===== src/rtl/imem_loader_pkg.sv =====
// Shared types and constants for the boot-time instruction memory loader.
package loader_pkg;

    localparam int LOADER_DEPTH = 64;

    typedef enum logic [2:0] {
        ST_IDLE   = 3'd0,
        ST_LEN_LO = 3'd1,
        ST_LEN_HI = 3'd2,
        ST_DATA   = 3'd3,
        ST_CSUM   = 3'd4,
        ST_DONE   = 3'd5,
        ST_ERR    = 3'd6
    } loader_state_t;

    function automatic logic [7:0] csum_next(input logic [7:0] acc, input logic [7:0] data);
        return acc ^ data;
    endfunction

endpackage


===== src/rtl/imem_loader_word_assembler.sv =====
// Packs four stream bytes, least-significant first, into one 32-bit word.
module word_assembler (
    input  logic        clk,
    input  logic        rst_n,
    input  logic        clr,
    input  logic        push,
    input  logic [7:0]  byte_in,
    output logic        word_valid,
    output logic [31:0] word
);

    logic [1:0]  lane_r;
    logic [31:0] shift_r;

    // Lane counter and right-shifting byte register; newest byte enters at the top.
    always_ff @(posedge clk or negedge rst_n) begin
        if (!rst_n) begin
            lane_r  <= 2'd0;
            shift_r <= 32'd0;
        end else if (clr) begin
            lane_r  <= 2'd0;
            shift_r <= 32'd0;
        end else if (push) begin
            lane_r  <= lane_r + 2'd1;
            shift_r <= {byte_in, shift_r[31:8]};
        end else begin
            lane_r  <= lane_r;
            shift_r <= shift_r;
        end
    end

    assign word_valid = push && (lane_r == 2'd3);
    assign word       = {byte_in, shift_r[31:8]};

endmodule


===== src/rtl/imem_loader.sv =====
// Framed byte-stream loader that writes the instruction RAM and holds the CPU
// in reset until the loaded image passes its XOR checksum.
module imem_loader
    import loader_pkg::*;
#(
    parameter int DEPTH = LOADER_DEPTH,
    parameter int AW    = $clog2(DEPTH)
) (
    input  logic          clk,
    input  logic          rst_n,
    input  logic          start,
    input  logic          rx_valid,
    input  logic [7:0]    rx_data,
    output logic          rx_ready,
    output logic          we,
    output logic [31:0]   waddr,
    output logic [31:0]   wdata,
    output logic          cpu_hold,
    output logic          busy,
    output logic          done,
    output logic          err,
    output logic [AW:0]   words_loaded
);

    localparam logic [AW:0] IDX_ONE = {{AW{1'b0}}, 1'b1};

    loader_state_t state_r, state_nx;

    logic [7:0]  len_lo_r;
    logic [AW:0] len_r;
    logic [AW:0] idx_r;
    logic [7:0]  csum_r;
    logic        we_r, done_r, err_r, cpu_hold_r;
    logic [31:0] waddr_r, wdata_r;

    logic        start_s, ld_lo_s, ld_len_s, push_s, set_done_s, set_err_s;
    logic        rx_ready_s, len_ok_s, last_word_s;
    logic [15:0] n_s;
    logic        word_valid_s;
    logic [31:0] word_s;

    assign n_s         = {rx_data, len_lo_r};
    assign len_ok_s    = (n_s != 16'd0) && (n_s <= 16'(DEPTH));
    assign last_word_s = ((idx_r + IDX_ONE) == len_r);

    word_assembler u_asm (
        .clk        (clk),
        .rst_n      (rst_n),
        .clr        (start_s),
        .push       (push_s),
        .byte_in    (rx_data),
        .word_valid (word_valid_s),
        .word       (word_s)
    );

    // FSM state register.
    always_ff @(posedge clk or negedge rst_n) begin
        if (!rst_n) begin
            state_r <= ST_IDLE;
        end else begin
            state_r <= state_nx;
        end
    end

    // Next-state decode and per-cycle datapath strobes.
    always_comb begin
        state_nx   = state_r;
        start_s    = 1'b0;
        ld_lo_s    = 1'b0;
        ld_len_s   = 1'b0;
        push_s     = 1'b0;
        set_done_s = 1'b0;
        set_err_s  = 1'b0;
        rx_ready_s = 1'b0;
        case (state_r)
            ST_IDLE, ST_DONE, ST_ERR: begin
                if (start) begin
                    start_s  = 1'b1;
                    state_nx = ST_LEN_LO;
                end else begin
                    state_nx = state_r;
                end
            end
            ST_LEN_LO: begin
                rx_ready_s = 1'b1;
                if (rx_valid) begin
                    ld_lo_s  = 1'b1;
                    state_nx = ST_LEN_HI;
                end else begin
                    state_nx = ST_LEN_LO;
                end
            end
            ST_LEN_HI: begin
                rx_ready_s = 1'b1;
                if (rx_valid && len_ok_s) begin
                    ld_len_s = 1'b1;
                    state_nx = ST_DATA;
                end else if (rx_valid) begin
                    set_err_s = 1'b1;
                    state_nx  = ST_ERR;
                end else begin
                    state_nx = ST_LEN_HI;
                end
            end
            ST_DATA: begin
                rx_ready_s = 1'b1;
                push_s     = rx_valid;
                if (word_valid_s && last_word_s) begin
                    state_nx = ST_CSUM;
                end else begin
                    state_nx = ST_DATA;
                end
            end
            ST_CSUM: begin
                rx_ready_s = 1'b1;
                if (rx_valid && (rx_data == csum_r)) begin
                    set_done_s = 1'b1;
                    state_nx   = ST_DONE;
                end else if (rx_valid) begin
                    set_err_s = 1'b1;
                    state_nx  = ST_ERR;
                end else begin
                    state_nx = ST_CSUM;
                end
            end
            default: begin
                state_nx = ST_IDLE;
            end
        endcase
    end

    // Length capture, checksum, word index, write port and status flags.
    always_ff @(posedge clk or negedge rst_n) begin
        if (!rst_n) begin
            len_lo_r   <= 8'd0;
            len_r      <= '0;
            idx_r      <= '0;
            csum_r     <= 8'd0;
            we_r       <= 1'b0;
            waddr_r    <= 32'd0;
            wdata_r    <= 32'd0;
            done_r     <= 1'b0;
            err_r      <= 1'b0;
            cpu_hold_r <= 1'b0;
        end else begin
            we_r <= word_valid_s;
            if (start_s) begin
                idx_r      <= '0;
                csum_r     <= 8'd0;
                done_r     <= 1'b0;
                err_r      <= 1'b0;
                cpu_hold_r <= 1'b1;
            end else begin
                if (ld_lo_s)  len_lo_r <= rx_data;
                if (ld_len_s) len_r    <= n_s[AW:0];
                if (push_s)   csum_r   <= csum_next(csum_r, rx_data);
                // The write address is taken from the index before it advances.
                if (word_valid_s) begin
                    waddr_r <= 32'({idx_r, 2'b00});
                    wdata_r <= word_s;
                    idx_r   <= idx_r + IDX_ONE;
                end
                if (set_done_s) begin
                    done_r     <= 1'b1;
                    cpu_hold_r <= 1'b0;
                end
                if (set_err_s) err_r <= 1'b1;
            end
        end
    end

    assign rx_ready     = rx_ready_s;
    assign busy         = rx_ready_s;
    assign we           = we_r;
    assign waddr        = waddr_r;
    assign wdata        = wdata_r;
    assign done         = done_r;
    assign err          = err_r;
    assign cpu_hold     = cpu_hold_r;
    assign words_loaded = idx_r;

endmodule


===== config.mk =====
export PLATFORM = sky130hd
export DESIGN_NAME = imem_loader
export DESIGN_NICKNAME = d
export VERILOG_FILES = /design/src/rtl/imem_loader_pkg.sv /design/src/rtl/imem_loader_word_assembler.sv /design/src/rtl/imem_loader.sv
export SDC_FILE = /design/constraint.sdc
export NUM_CORES = 1
export LEC_CHECK = 0
export CAP_MARGIN = 20
export CELL_PAD_IN_SITES_DETAIL_PLACEMENT = 1
export CELL_PAD_IN_SITES_GLOBAL_PLACEMENT = 1
export CORE_MARGIN = 2
export CORE_UTILIZATION = 37
export CTS_CLUSTER_SIZE = 28
export DETAILED_ROUTE_END_ITERATION = 10
export PLACE_DENSITY = 0.82
export SLEW_MARGIN = 20
export SYNTH_ARGS = -nofsm -noshare
export SYNTH_HDL_FRONTEND = slang
export SYNTH_SLANG_ARGS = --single-unit

===== constraint.sdc =====
create_clock -name clk -period 2.3 [get_ports clk]
set_clock_uncertainty 0.1 [all_clocks]
set_input_delay 0.575 -clock clk [delete_from_list [all_inputs] [get_ports clk]]
set_output_delay 0.575 -clock clk [all_outputs]
set_load 0.05 [all_outputs]

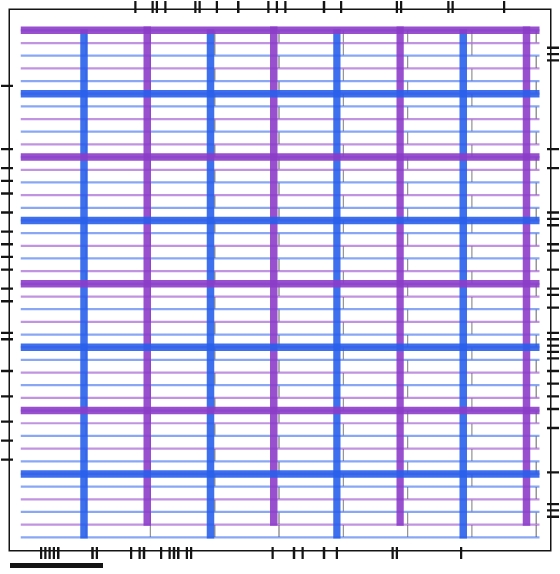
(run_1/floorplan.png)
Bar = 20 um. Pins as bars on the die edge. Tap cells in grey.
VDD: shown in purple. VSS: shown in blue.
89 signal pins sit on the boundary. The core has 40 rows.

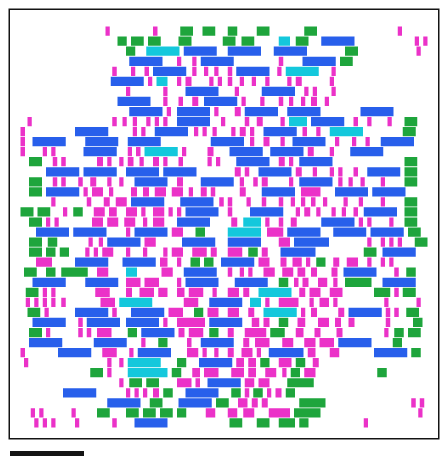
(run_1/class_map.png)
Bar = 20 um.
clock drivers and dummy loads: shown in cyan, cells 16. remaining logic cells: shown in magenta, cells 361. remaining buffers and delay cells: shown in green, cells 93. sequential cells: shown in blue, cells 102.

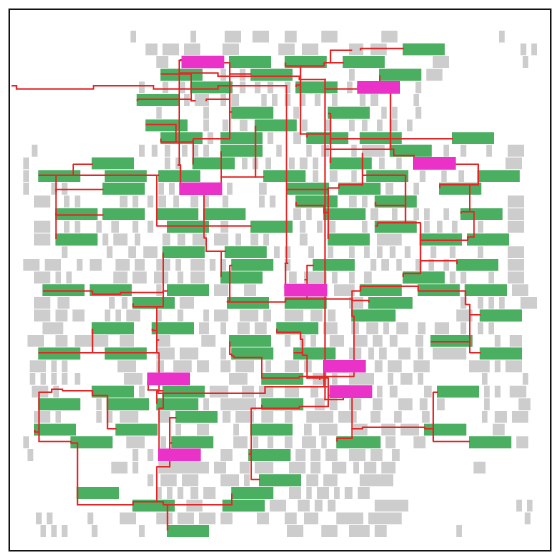
(run_1/clock_wires.png)
clock wires: shown in red, length 1340 um. flip-flops: shown in green, count 102. clock-net drivers: shown in magenta, count 9.
There are 10 routed clock nets. Position of the flops: widely spread.

==> deck_impl_summary.md, run 1 <==
Synthesis and Place & Route Summary

Die
  – Die area: 0.0134 sq mm
  – Core footprint: 0.0121 sq mm
  – # IOs: 89
  – Floorplan core density: 38.2%
  – Cell row count: ~40
  – Tap cells: approximately 170
  – Die Span X: 116 um

Power
  – Pwr dens: 967 mW/mm^2
  – Pwr Total: 5.68 mW
  – Max VDD drop: between 400 and 500 uV

Layout
  – Sequential share of cell area: 43.5%
  – Mi-comb count: ~360
  – Buffers, non-clock: 93
  – Layout Utilization: 48.5%
  – Area Overhead vs Synth: 26.8%
  – Max-area cell class: sequential cells
  – Fillers: 1421
  – Number of clock buffers in the layout: 11
  – Non-clock buffers, area share: 15.3%
  – Area of the multi-input gates: ~0.0019 sq mm

Global routing
  – Antenna violations before repair: 0
  – Met2 track demand over resource: 33.9%
  – M3 GR Usage: roughly 3.8%
  – GR Util All Layers: 19.6%
  – Met1 Usage GRT: 24.5%

Timing
  – Max Clk Rate: 0.445 GHz
  – Max-slew violation count: 0
  – Post-route setup slack: 0.0541 ns
  – Final Cycle Share: 97.6%
  – Least-Margin Pin Slew: 0.519 ns
  – Unrepaired setup endpoints after global routing: no

Synth
  – Count leader, synth: nand2_1
  – Cell Type Count: between 40 and 50
  – Most frequent cells after synthesis: 177 x nand2_1, 102 x dfrtp_1, 33 x a21oi_1, 27 x buf_4, 20 x nor2_1
  – Cell taking the most area after synthesis: dfrtp_1
  – Top_reg_cell synth: dfrtp_1
  – Synth Warn #: 0
  – EDFF count, synth: 0
  – Average cell area after synthesis: 9.49 sq um
  – Syn Std Cell Area: 0.00463 sq mm
  – Top cells by area: dfrtp_1 55%, nand2_1 14%, buf_4 4.4%

Clock tree
  – Postcts setup bufs: 0
  – Worst-path clk slew: 0.08 ns
  – # hold bufs at CTS: 0
  – H-Tree Depth: 3
  – CTS tree: yes
  – Clock sink count: 102
  – Clock latency on the worst-skew pair: 0.35 ns

Setup path
  – Critical path depth: 1
  – Worst path max stage delay: 0.83 ns
  – Critical setup path kind: flop to output port
  – Critical path arrival: 1.57 ns
  – Reg2Reg Launch Point: words_loaded[1]
  – Startpoint Class: flop
  – Max FO, Critical Path: 2
  – Worst Path Buf+Inv: 1
  – Origin of the worst setup path: done
  – Internal reg-to-reg setup slack: about 0.16 ns
  – Reg2reg path depth: 6
  – Crit path to: done

Place
  – Buffers on Ports: 63

Job
  – Max-cap viol count: 0

Drt
  – Detail Route Antenna Nets: 0
  – Met3 routed WL: 432 um
  – Detailed-route DRC error count: 0
  – Post-detailed-route via-to-cell ratio: 4.89
  – Drt wl/cell: 16.7 um
  – DR iter-0 viols: 166

Min path
  – Worst hold path class: input port to asynchronous set/reset pin

Run status
  – Status: complete, no violations
[run 1: report_power, final]
| part | leakage, nW | internal, mW | switching (mW) |
|---|---|---|---|
| Clock | 0.157 | 0.916 | 0.710 |
| Sequential | 1.39 | 2.09 | 0.305 |
| Combinational | 1.30 | 0.692 | 0.968 |
| Total | 2.84 | 3.70 | 1.98 |
[run 1: cell usage in the layout, fill, tap and decap left out, types with 5 or more instances in the layout]
cell type	n
buf_12	5
nor3_1	5
nand3_1	5
xnor2_1	16
dfrtp_1	99
nand2_1	177
conb_1	25
a21oi_1	33
xor2_1	11
clkbuf_16	9
mux2_2	16
buf_4	36
nor2_1	19
o21ai_0	11
clkdlybuf4s50_1	49
[run 1: worst register-to-register path, stage by stage (launching register included)]
cell	delay [ns]
dfrtp_2	0.43
ha_2	0.28
nand3_2	0.15
nor2_2	0.27
xnor2_1	0.16
o311ai_2	0.27
or3b_1	0.37
[run 1: kinds of logic after synthesis]
logic type,Yosys count,share of synthesized area (%)
multiplexers,16,3.89
other,1,0.0810
flip-flops,102,55.1
AND/OR/NAND/NOR,229,21.0
adder cells (fa/ha/maj),2,0.540
buffers and inverters,52,6.81
XOR/XNOR,28,5.29
AND-OR/OR-AND,58,7.29
[run 1: sequential cells by signal, summed over array words and instances, names as in the netlist]
register / count
cpu_hold: 1
csum_r: 8
done: 1
err: 1
len_lo_r: 8
len_r: 7
state_r: 3
u_asm.lane_r: 2
u_asm.shift_r: 24
waddr: 7
wdata: 32
we: 1
words_loaded: 7
[run 1: metrics by stage]
step	hold WS (ns)	cell area (sq um)	cells
floorplan	0.179	4730	512
global placement	0.353	5530	724
detailed placement	0.361	5530	724
CTS	0.0800	5850	740
global route	0.0894	5870	740
finish	0.0705	5870	740
==> run 1 -> run 2 <==
CAP_MARGIN = default   (was 20)
CORE_ASPECT_RATIO = 1.2   (was default)
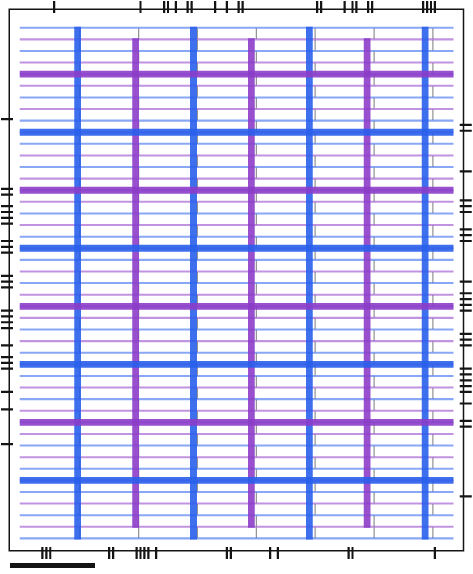
(run_2/floorplan.png)
Bar = 20 um. Pins as bars on the die edge. Tap cells in grey.
VSS: shown in blue. VDD: shown in purple.
The core has 44 rows. 8 straps on met5. 7 straps on met4.

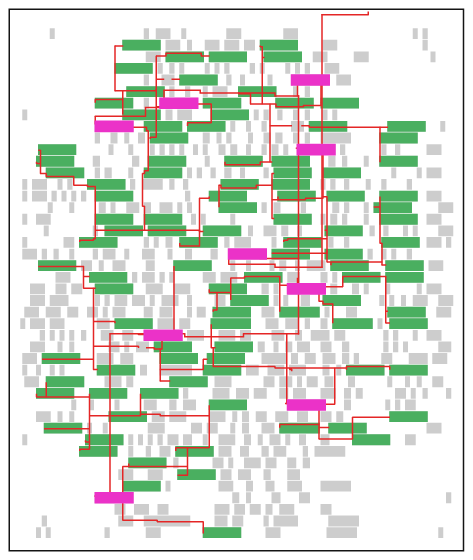
(run_2/clock_wires.png)
flip-flops: shown in green, count 102. clock-net drivers: shown in magenta, count 9. clock wires: shown in red, length 1230 um.
There are 10 routed clock nets.

==> run 2 against run 1 <==
Against the previous run:
- register-to-register slack worse by 0.06 ns
- clock power about the same
- critical path type unchanged
- count of clock-buffer cells in the layout shrank 1
- global-route usage decreased by 0.98 points
- non-clock buffer count fell by 1
- utilization decreased by 0.40 points
==> deck_impl_summary.md, run 2 <==
Synthesis and Place & Route Summary

Setup path
  – Worst Path Buf+Inv: 1 (unchanged)
  – Reg2reg path depth: 6 (unchanged)
  – Internal reg-to-reg setup slack: 0.10 ns (-0.06 ns)
  – Origin of the worst setup path: wdata[26]
  – Max FO, Critical Path: 2 (unchanged)
  – Critical path arrival: 1.53 ns (-0.04 ns)
  – Worst path max stage delay: 0.81 ns (-0.02 ns)
  – Crit path to: wdata[26]
  – Startpoint Class: flop
  – Reg2Reg Launch Point: words_loaded[1]
  – Critical path depth: 1 (unchanged)

Synth
  – Average cell area after synthesis: 9.49 sq um (unchanged)
  – Synth Warn #: 0 (unchanged)
  – Top cells by area: dfrtp_1 55%, nand2_1 14%, buf_4 4.4%
  – Most frequent cells after synthesis: 177 x nand2_1, 102 x dfrtp_1, 33 x a21oi_1, 27 x buf_4, 20 x nor2_1
  – Count leader, synth: nand2_1
  – Top_reg_cell synth: dfrtp_1
  – EDFF count, synth: 0 (unchanged)
  – Cell taking the most area after synthesis: dfrtp_1
  – Cell Type Count: 47 (unchanged)

Place
  – Placed insts: 716 (-1.1%)
  – Buffers on Ports: 63 (unchanged)

Layout
  – Most common logic cell in the routed design: nand2_1
  – Area Overhead vs Synth: 26.3%
  – Fillers: 1395 (-1.8%)
  – Area of the multi-input gates: 0.00187 sq mm (-0.47%)
  – FF/Latch Area: 0.00256 sq mm
  – Top Layout Cells: 177 x nand2_1, 98 x dfrtp_1, 52 x clkdlybuf4s50_1

Timing
  – Fin Hold WS: 0.0705 ns (-0.0000489 ns)
  – Max-slew violation count: 0 (unchanged)
  – Unrepaired setup endpoints after global routing: no
  – Max Clk Rate: 0.453 GHz (+1.7%)
  – Fin crit period: 2.21 ns
  – Least-Margin Pin Slew: 0.521 ns (+0.00252 ns)

Drt
  – Drt wl/cell: 16.5 um (-1.6%)
  – Detailed-route DRC error count: 0 (unchanged)
  – Post-detailed-route via-to-cell ratio: 4.86 (-0.67%)
  – DR iter-0 viols: 119 (-28%)
  – Met3 routed WL: 379 um (-12%)

Global routing
  – GR Util All Layers: 18.7% (-0.98 points)
  – M3 GR Usage: 3.39% (-0.43 points)
  – Met2 track demand over resource: 33.0% (-0.85 points)
  – Vias in the first global route: 3914
  – Global route hottest layer: met2
  – First-pass GRT wire length: between 15 and 20 mm
  – Met1 Usage GRT: 21.9% (-2.5 points)
  – Antenna violations before repair: 0 (unchanged)

Run status
  – Status: complete, no violations

Die
  – Cell row count: 44 (+10%)
  – Floorplan core density: 38.1% (-0.17 points)
  – Die Span X: 106 um (-8.4%)
  – Core footprint: 0.0122 sq mm (+0.45%)
  – Die area: 0.0134 sq mm (about the same)

Power
  – Pwr Total: 5.65 mW (-0.48%)
  – Pwr dens: 966 mW/mm^2 (about the same)
  – Max VDD drop: 511 uV (+26%)

Clock tree
  – H-Tree Depth: 3 (unchanged)
  – CTS tree: yes
  – Clock sink count: 102 (unchanged)
  – # hold bufs at CTS: 0 (unchanged)
  – Clock latency on the worst-skew pair: 0.35 ns (about the same)
  – Worst-path clk slew: 0.08 ns (about the same)

Min path
  – Worst hold path class: input port to asynchronous set/reset pin

Job
  – Max-cap viol count: 0 (unchanged)
==> run 2: logic make-up after synthesis <==
kind of cell,count (synthesis),synth area share (%)
other cells,1,0.0810
fa+ha+maj,2,0.540
compound gates,58,7.29
xor+xnor,28,5.29
buf+inv,52,6.81
mux,16,3.89
simple gates,229,21.0
flops,102,55.1
==> run 2: repair_timing <==
| action | CTS | global route |
|---|---|---|
| gates cloned | 0 | 0 |
| endpoints found under the setup margin | 1 | 13 |
| hold endpoints to repair | 0 | 0 |
| buffers inserted | 0 | 0 |
| resized | 1 | 6 |
| pin swaps | 0 | 0 |
==> run 2: worst min path at each step <==
stage,end,slack (ns),from,cells past startpoint
2_1_floorplan,cpu_hold,0.18,rst_n,0
3_3_place_gp,wdata[3],0.35,u_asm.shift_r[11],2
3_5_place_dp,wdata[27],0.36,wdata[27],2
4_1_cts,csum_r[4],0.08,rst_n,1
5_1_grt,csum_r[4],0.1,rst_n,1
6_report,csum_r[4],0.07,rst_n,1
==> run 2: final cells by class <==
| cell class | instances | area share (%) |
|---|---|---|
| clock inverter | 6 | 1.30 |
| clock buffer | 10 | 4.09 |
| multi-input combinational | 358 | 32.0 |
| inverter | 3 | 0.193 |
| tap | 161 | 3.44 |
| sequential | 102 | 43.7 |
| timing repair buffer | 92 | 15.3 |
==> run 2: where the power goes <==
group          total (mW)  switching (mW)  internal, mW  leakage [nW]
sequential           2.41           0.317          2.09          1.39
clock                1.60           0.707         0.893         0.156
combinational        1.64           0.956         0.689          1.28
total                5.65            1.98          3.67          2.83
==> run 2: metrics by stage <==
step           setup slack (ns)  area (sq um)  TNS [ns]
2_1_floorplan            0.0876          4730         0
3_3_place_gp             -0.280          5520     -4.23
3_5_place_dp             -0.322          5520     -7.27
4_1_cts                  0.0135          5830         0
5_1_grt                  0.0147          5850         0
6_report                 0.0917          5850         0
Power and IR drop assume default switching activity.
